**src/rtl/cpu_host_pkg.sv**
```systemverilog
// Shared types and default parameters for the CPU host sequencer.
// host_state_t : the eight sequencer states.
// DEF_*        : default values for the cpu_host_seq parameters.
// cnt_width    : width of a counter that must hold 0..n.
package cpu_host_pkg;

  localparam int DEF_ADDR_W    = 6;
  localparam int DEF_LOAD_LEN  = 32;
  localparam int DEF_RES_BASE  = 32;
  localparam int DEF_RES_LEN   = 8;
  localparam int DEF_START_CYC = 2;
  localparam int DEF_TIMEOUT   = 4096;

  typedef enum logic [2:0] {
    ST_IDLE    = 3'd0,
    ST_LOAD    = 3'd1,
    ST_START   = 3'd2,
    ST_RUN     = 3'd3,
    ST_RD_REQ  = 3'd4,
    ST_RD_WAIT = 3'd5,
    ST_OUT     = 3'd6,
    ST_ERR     = 3'd7
  } host_state_t;

  // Width of a counter that must represent every value in 0..n (minimum 1 bit).
  function automatic int cnt_width(input int n);
    if (n < 1) begin
      return 1;
    end else begin
      return $clog2(n + 1);
    end
  endfunction

endpackage

```
**src/rtl/cpu_host_seq_run_watchdog.sv**
```systemverilog
// RUN-phase watchdog for the CPU host sequencer.
// clk, rst_n : clock and synchronous active-low reset
// clr        : zero the counter (held during START so RUN begins at 0)
// en         : count one RUN cycle
// expired    : counter has reached TIMEOUT-1
// first      : counter is 0, i.e. this is the first RUN cycle
module run_watchdog
  import cpu_host_pkg::*;
#(
  parameter int TIMEOUT = DEF_TIMEOUT
) (
  input  logic clk,
  input  logic rst_n,
  input  logic clr,
  input  logic en,
  output logic expired,
  output logic first
);

  localparam int W = $clog2(TIMEOUT) + 1;

  logic [W-1:0] cnt_q;
  logic [W-1:0] cnt_d;

  assign expired = (cnt_q == W'(TIMEOUT - 1));
  assign first   = (cnt_q == {W{1'b0}});

  // Next count: clear wins, then count up, saturating once expired.
  always_comb begin
    cnt_d = cnt_q;
    if (clr) begin
      cnt_d = {W{1'b0}};
    end else if (en && !expired) begin
      cnt_d = cnt_q + W'(1);
    end else begin
      cnt_d = cnt_q;
    end
  end

  // Counter register.
  always_ff @(posedge clk) begin
    if (!rst_n) begin
      cnt_q <= {W{1'b0}};
    end else begin
      cnt_q <= cnt_d;
    end
  end

endmodule

```
**src/rtl/cpu_host_seq.sv**
```systemverilog
// Host-side sequencer for a small CPU: preloads data memory from a byte
// stream, pulses start, waits for done under a watchdog, then streams a
// result window of data memory back to the host.
// Ports:
//   clk, rst_n            clock, synchronous active-low reset
//   go                    begin a load/run/drain sequence (IDLE only)
//   in_valid/in_data/in_ready     load byte stream
//   start, done           CPU handshake
//   mem_we/mem_addr/mem_wdata/mem_rdata  data memory port (1-cycle read)
//   out_valid/out_data/out_ready  result byte stream
//   busy                  any state other than IDLE
//   timeout               sticky watchdog abort flag, cleared by next go
// START_CYC must be at least 1.
module cpu_host_seq
  import cpu_host_pkg::*;
#(
  parameter int ADDR_W    = DEF_ADDR_W,
  parameter int LOAD_LEN  = DEF_LOAD_LEN,
  parameter int RES_BASE  = DEF_RES_BASE,
  parameter int RES_LEN   = DEF_RES_LEN,
  parameter int START_CYC = DEF_START_CYC,
  parameter int TIMEOUT   = DEF_TIMEOUT
) (
  input  logic              clk,
  input  logic              rst_n,
  input  logic              go,
  input  logic              in_valid,
  input  logic [7:0]        in_data,
  output logic              in_ready,
  output logic              start,
  input  logic              done,
  output logic              mem_we,
  output logic [ADDR_W-1:0] mem_addr,
  output logic [7:0]        mem_wdata,
  input  logic [7:0]        mem_rdata,
  output logic              out_valid,
  output logic [7:0]        out_data,
  input  logic              out_ready,
  output logic              busy,
  output logic              timeout
);

  localparam int LCNT_W = cnt_width(LOAD_LEN);
  localparam int IDX_W  = cnt_width(RES_LEN);
  localparam int SCNT_W = cnt_width(START_CYC);
  localparam bit LOAD_EMPTY = (LOAD_LEN == 0);
  localparam bit RES_EMPTY  = (RES_LEN == 0);

  host_state_t       state_q, state_d;
  logic [LCNT_W-1:0] cnt_q, cnt_d;
  logic [SCNT_W-1:0] scnt_q, scnt_d;
  logic [IDX_W-1:0]  idx_q, idx_d;
  logic [7:0]        out_data_q, out_data_d;
  logic              timeout_q, timeout_d;
  logic              wd_clr, wd_en, wd_expired, wd_first;

  run_watchdog #(.TIMEOUT(TIMEOUT)) u_wd (
    .clk     (clk),
    .rst_n   (rst_n),
    .clr     (wd_clr),
    .en      (wd_en),
    .expired (wd_expired),
    .first   (wd_first)
  );

  assign out_data = out_data_q;
  assign timeout  = timeout_q;

  // Next-state, counters and port decode.
  always_comb begin
    state_d    = state_q;
    cnt_d      = cnt_q;
    scnt_d     = scnt_q;
    idx_d      = idx_q;
    out_data_d = out_data_q;
    timeout_d  = timeout_q;
    in_ready   = 1'b0;
    mem_we     = 1'b0;
    mem_addr   = {ADDR_W{1'b0}};
    mem_wdata  = 8'h00;
    start      = 1'b0;
    out_valid  = 1'b0;
    busy       = 1'b1;
    wd_clr     = 1'b0;
    wd_en      = 1'b0;
    case (state_q)
      ST_IDLE: begin
        busy = 1'b0;
        if (go) begin
          timeout_d = 1'b0;
          cnt_d     = {LCNT_W{1'b0}};
          state_d   = ST_LOAD;
        end else begin
          state_d = ST_IDLE;
        end
      end
      ST_LOAD: begin
        if (LOAD_EMPTY) begin
          scnt_d  = {SCNT_W{1'b0}};
          state_d = ST_START;
        end else begin
          // rst_n gates the write so a reset cycle never lands a byte.
          in_ready = rst_n;
          if (in_valid && rst_n) begin
            mem_we    = 1'b1;
            mem_addr  = ADDR_W'(cnt_q);
            mem_wdata = in_data;
            cnt_d     = cnt_q + LCNT_W'(1);
            if (cnt_q == LCNT_W'(LOAD_LEN - 1)) begin
              scnt_d  = {SCNT_W{1'b0}};
              state_d = ST_START;
            end else begin
              state_d = ST_LOAD;
            end
          end else begin
            state_d = ST_LOAD;
          end
        end
      end
      ST_START: begin
        start  = 1'b1;
        wd_clr = 1'b1;
        if (scnt_q == SCNT_W'(START_CYC - 1)) begin
          state_d = ST_RUN;
        end else begin
          scnt_d = scnt_q + SCNT_W'(1);
        end
      end
      ST_RUN: begin
        wd_en = 1'b1;
        // A done already high on the first RUN cycle may be left over
        // from the previous program, so it is not trusted.
        if (!wd_first && done) begin
          idx_d   = {IDX_W{1'b0}};
          state_d = RES_EMPTY ? ST_IDLE : ST_RD_REQ;
        end else if (wd_expired) begin
          timeout_d = 1'b1;
          state_d   = ST_ERR;
        end else begin
          state_d = ST_RUN;
        end
      end
      ST_RD_REQ: begin
        mem_addr = ADDR_W'(RES_BASE) + ADDR_W'(idx_q);
        state_d  = ST_RD_WAIT;
      end
      ST_RD_WAIT: begin
        out_data_d = mem_rdata;
        state_d    = ST_OUT;
      end
      ST_OUT: begin
        out_valid = 1'b1;
        if (out_ready) begin
          if (idx_q == IDX_W'(RES_LEN - 1)) begin
            state_d = ST_IDLE;
          end else begin
            idx_d   = idx_q + IDX_W'(1);
            state_d = ST_RD_REQ;
          end
        end else begin
          state_d = ST_OUT;
        end
      end
      ST_ERR: begin
        state_d = ST_IDLE;
      end
      default: begin
        state_d = ST_IDLE;
      end
    endcase
  end

  // State and datapath registers.
  always_ff @(posedge clk) begin
    if (!rst_n) begin
      state_q    <= ST_IDLE;
      cnt_q      <= {LCNT_W{1'b0}};
      scnt_q     <= {SCNT_W{1'b0}};
      idx_q      <= {IDX_W{1'b0}};
      out_data_q <= 8'h00;
      timeout_q  <= 1'b0;
    end else begin
      state_q    <= state_d;
      cnt_q      <= cnt_d;
      scnt_q     <= scnt_d;
      idx_q      <= idx_d;
      out_data_q <= out_data_d;
      timeout_q  <= timeout_d;
    end
  end

endmodule

```
**config.mk**
```make
export PLATFORM = sky130hd
export DESIGN_NAME = cpu_host_seq
export DESIGN_NICKNAME = d
export VERILOG_FILES = /design/src/rtl/cpu_host_pkg.sv /design/src/rtl/cpu_host_seq_run_watchdog.sv /design/src/rtl/cpu_host_seq.sv
export SDC_FILE = /design/constraint.sdc
export NUM_CORES = 1
export LEC_CHECK = 0
export ABC_AREA = 1
export CAP_MARGIN = 40
export CORE_UTILIZATION = 50
export CTS_CLUSTER_SIZE = 30
export DETAILED_ROUTE_END_ITERATION = 10
export PLACE_DENSITY = 0.79
export REMOVE_ABC_BUFFERS = 1
export SLEW_MARGIN = 15
export SYNTH_ARGS = -nofsm -noshare
export SYNTH_HDL_FRONTEND = slang
export SYNTH_SLANG_ARGS = --single-unit
```
**constraint.sdc**
```tcl
create_clock -name clk -period 2.15 [get_ports clk]
set_input_delay 0.3225 -clock clk [delete_from_list [all_inputs] [get_ports clk]]
set_output_delay 0.3225 -clock clk [all_outputs]
set_load 0.03 [all_outputs]
```
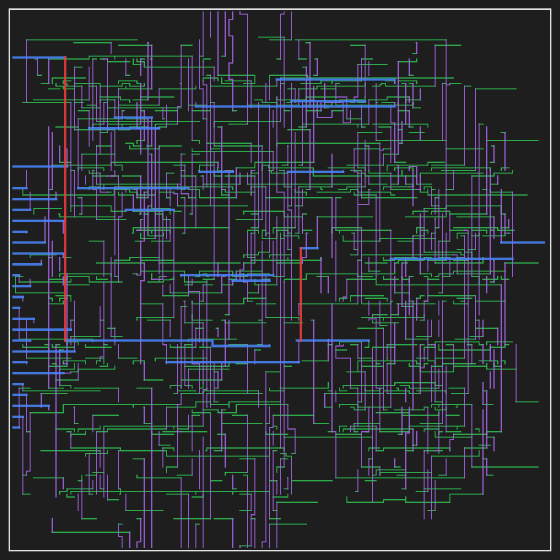
(signal wires by layer)
metal 3: marked blue, wire length 267 um. metal 2: marked purple, wire length 2400 um. metal 1: marked green, wire length 2240 um. metal 4: marked red, wire length 46.9 um.

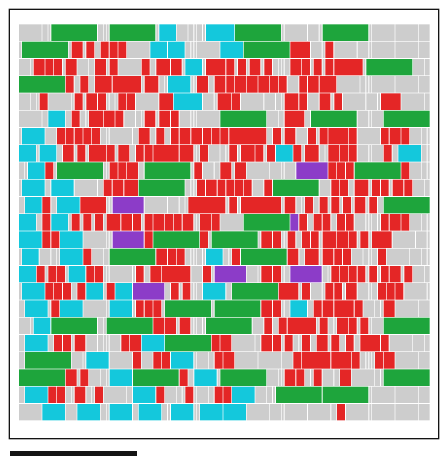
(cell classes on the final placement)
Scale bar: 20 um. Fill, decap, tap and diode cells in gray.
other buffers and delay cells: marked cyan, cells 53, share of their area 18%. flops: marked green, cells 37, share of their area 28%. combinational and other logic: marked red, cells 292, share of their area 51%. clock drivers and dummy loads: marked purple, cells 7, share of their area 3.2%.

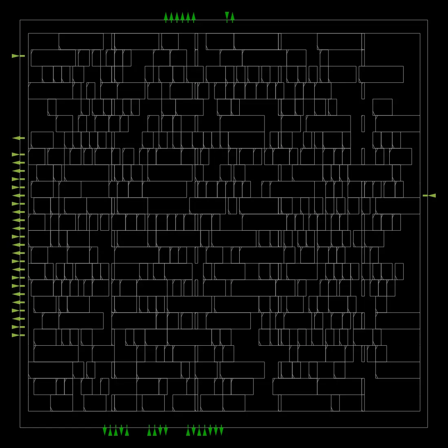
(placed standard cells)
final core utilization: 67.7%
Seq cells: 37

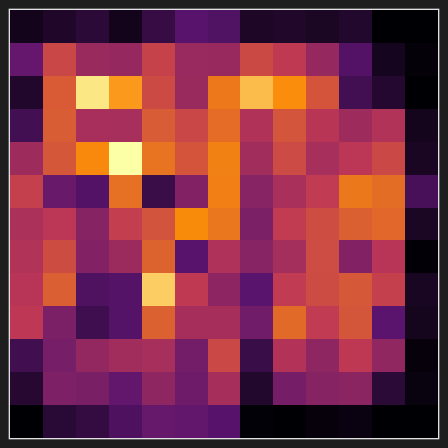
(wiring heat map)
The die is cut into 13 by 13 equal tiles; black is low, pale yellow is high, scaled to the fullest tile. Values are wire area over tile area, all layers added.
The mean over all tiles is 0.17. The fullest tile reaches 0.46. 7.1% of the tiles are nearly empty. 33% of the tiles are over half the peak.

==> run summary <==
htree depth: 2
crit path launch type: register
Root Driver: clkbuf_8
upper clock frequency limit: 491 MHz
worst path arrival time: 1.72 ns
Via density: 5.07
row cnt: 23
clock-pin slew on the worst setup and hold paths: 0.07 ns
# Cells Yosys: 335
clock skew: 0.00750 ns
DR WL/cell: 11.3 um
TritonCTS buffer count: 5
Max-slew headroom: 63.1%
status: finished clean
largest net degree at the start of global routing: 18
drt first pass iters: 4
Global Route Usage Sum: 23.9%
Post-Syn Area per Cell: 6.40 um2
WL met2: 2400 um
Layout non-clock buf frac: 17.7%
Worst Path Max Fanout: 7
FF/Latch Area: 741 um2
sequential cell area share: 27.0%
comb. cell area: 0.00120 mm2
adder share: 2.92%
core area: 0.00406 mm2
I/O pin count: 50
leakage power: 1.20 nW
critical path type: reg -> out
post-synthesis cell count: 335
# DRC: 0
met2 GRT Util: 41.8%
fin area: 0.00275 mm2
Post CTS Setup Buffer Count: 0
Seq share, synth: 34.5%
aoi share: 11.7%
Top cell area share: 34.5%
register-to-register setup slack: 0.41 ns
endpoints failing hold: 0
Clock Network Area Fraction: 3.14%
Final nets: 416
area grow syn2layout: 28.1%
share of post-route cells with drive strength above 1: 10.3%
Dominant combinational family: simple AND/OR/NAND/NOR gates
R2R cell count: 9
final slew viol count: 0
port bufs: 49
Comb pwr share: 11.3%
Max Cap Viol: 0
Psw: 0.325 mW
GRT overflow: 0
initial antenna violation count: 0
post-CTS sizing: 0
cycle use final: 94.8%
combinational share of cell area: 43.9%
synthesis area per yosys: 0.00214 mm2
final RePlAce weighted congestion: 0.859
top cells, area: dfxtp_1 (35%), nand2_1 (15%), nor2_1 (10%)
Routed met3 length: 267 um
R2R Path End: u_wd.cnt_q[5]$_SDFFE_PP0P_
setup TNS: 0 ns
Synth Register Bits: 37
Max VDD drop: 0.314 mV
MI comb cells: 248
YS warnings: 0
Latency at later pin: 0.28 ns
area leader, netlist: dfxtp_1
overall power: 1.34 mW
Cell Pwr Density: 487 mW/mm2
distinct lib cells: 31
instance area at placement: 0.00266 mm2
via count: 2227
GR Util met1: 28.7%
Die ar.: 0.00455 mm2
placed cells: 432
stage-log warning count: 26
clk sinks: 37
Mapped Area: 0.00214 mm2
Hold Buf Count CTS: 0
power share of the sequential group: 52.3%
clk buf depth: 2
invs w/o clock: 44
height of the die: 67.5 um
Hold EP: timeout$_SDFFE_PN0P_
global route hottest layer: met2
DR top layer: met4
DP Wirelength: 3750 um
Min-Delay Path Class: reg -> reg
Final Setup Violations: 0
DRT iter0 DRCs: 153
CP endpoint kind: output pin
switch share: 24.3%
-- stage by stage --
stage	hold WS (ns)	worst slack (ns)	util (%)
floorplan	0.420	0.280	-
global placement	0.448	0.339	65.5
detailed placement	0.461	0.297	65.5
CTS	0.471	0.0100	67.6
global route	0.499	0.0418	67.7
finish	0.478	0.111	67.7
-- cells in the final DEF, fill, tap and decap left out, drive strengths merged, types with 5 or more instances in the layout --
master / n
nand2: 92
nand3: 25
inv: 44
clkdlybuf4s50: 31
nor2: 59
ha: 5
buf: 20
o21ai: 17
a21oi: 23
dfxtp: 37
clkbuf: 7
nand4: 6
nor3: 5
-- state kept, by name (all words and copies together) (netlist names) --
signal / flops
state_q: 3
scnt_q: 2
out_data: 8
u_wd.cnt_q: 13
timeout: 1
idx_q: 4
cnt_q: 6
-- synth_stat cells (all sizes together) --
master	n
nand2	92
nor2	59
inv	44
dfxtp	37
nand3	25
a21oi	23
o21ai	17
nand4	6
buf	5
ha	5
nor3	5
xnor2	4
xor2	4
o22ai	3
a311oi	1
and3	1
clkbuf	1
nand3b	1
nor3b	1
o31ai	1
-- worst max-delay path, cell delays in order (launching register included) --
cell	delay, ns
dfxtp_1	0.40
inv_1	0.18
nand3_1	0.12
inv_1	0.07
clkdlybuf4s50_1	0.67
-- logic make-up (layout without fill, tap and decap cells) --
kind of cell / after synthesis / count (layout)
xor gates and xnor gates: 8 / 8
buffers and inverters: 50 / 104
DFF: 37 / 37
adders and majority gates: 5 / 5
AOI/OAI and AO/OA: 45 / 45
and+or+nand+nor: 190 / 190
-- power groups by stage --
stage	combinational, mW	clock [mW]	sequential, mW
final	0.151	0.488	0.700
after global routing	0.165	0.526	0.700
after CTS	0.152	0.501	0.699
after detailed placement	0.151	0	0.715
after global placement	0.150	0	0.715
after floorplan	0.0739	0	0.717
No activity file was given, so power comes from the tool's default toggle rates.
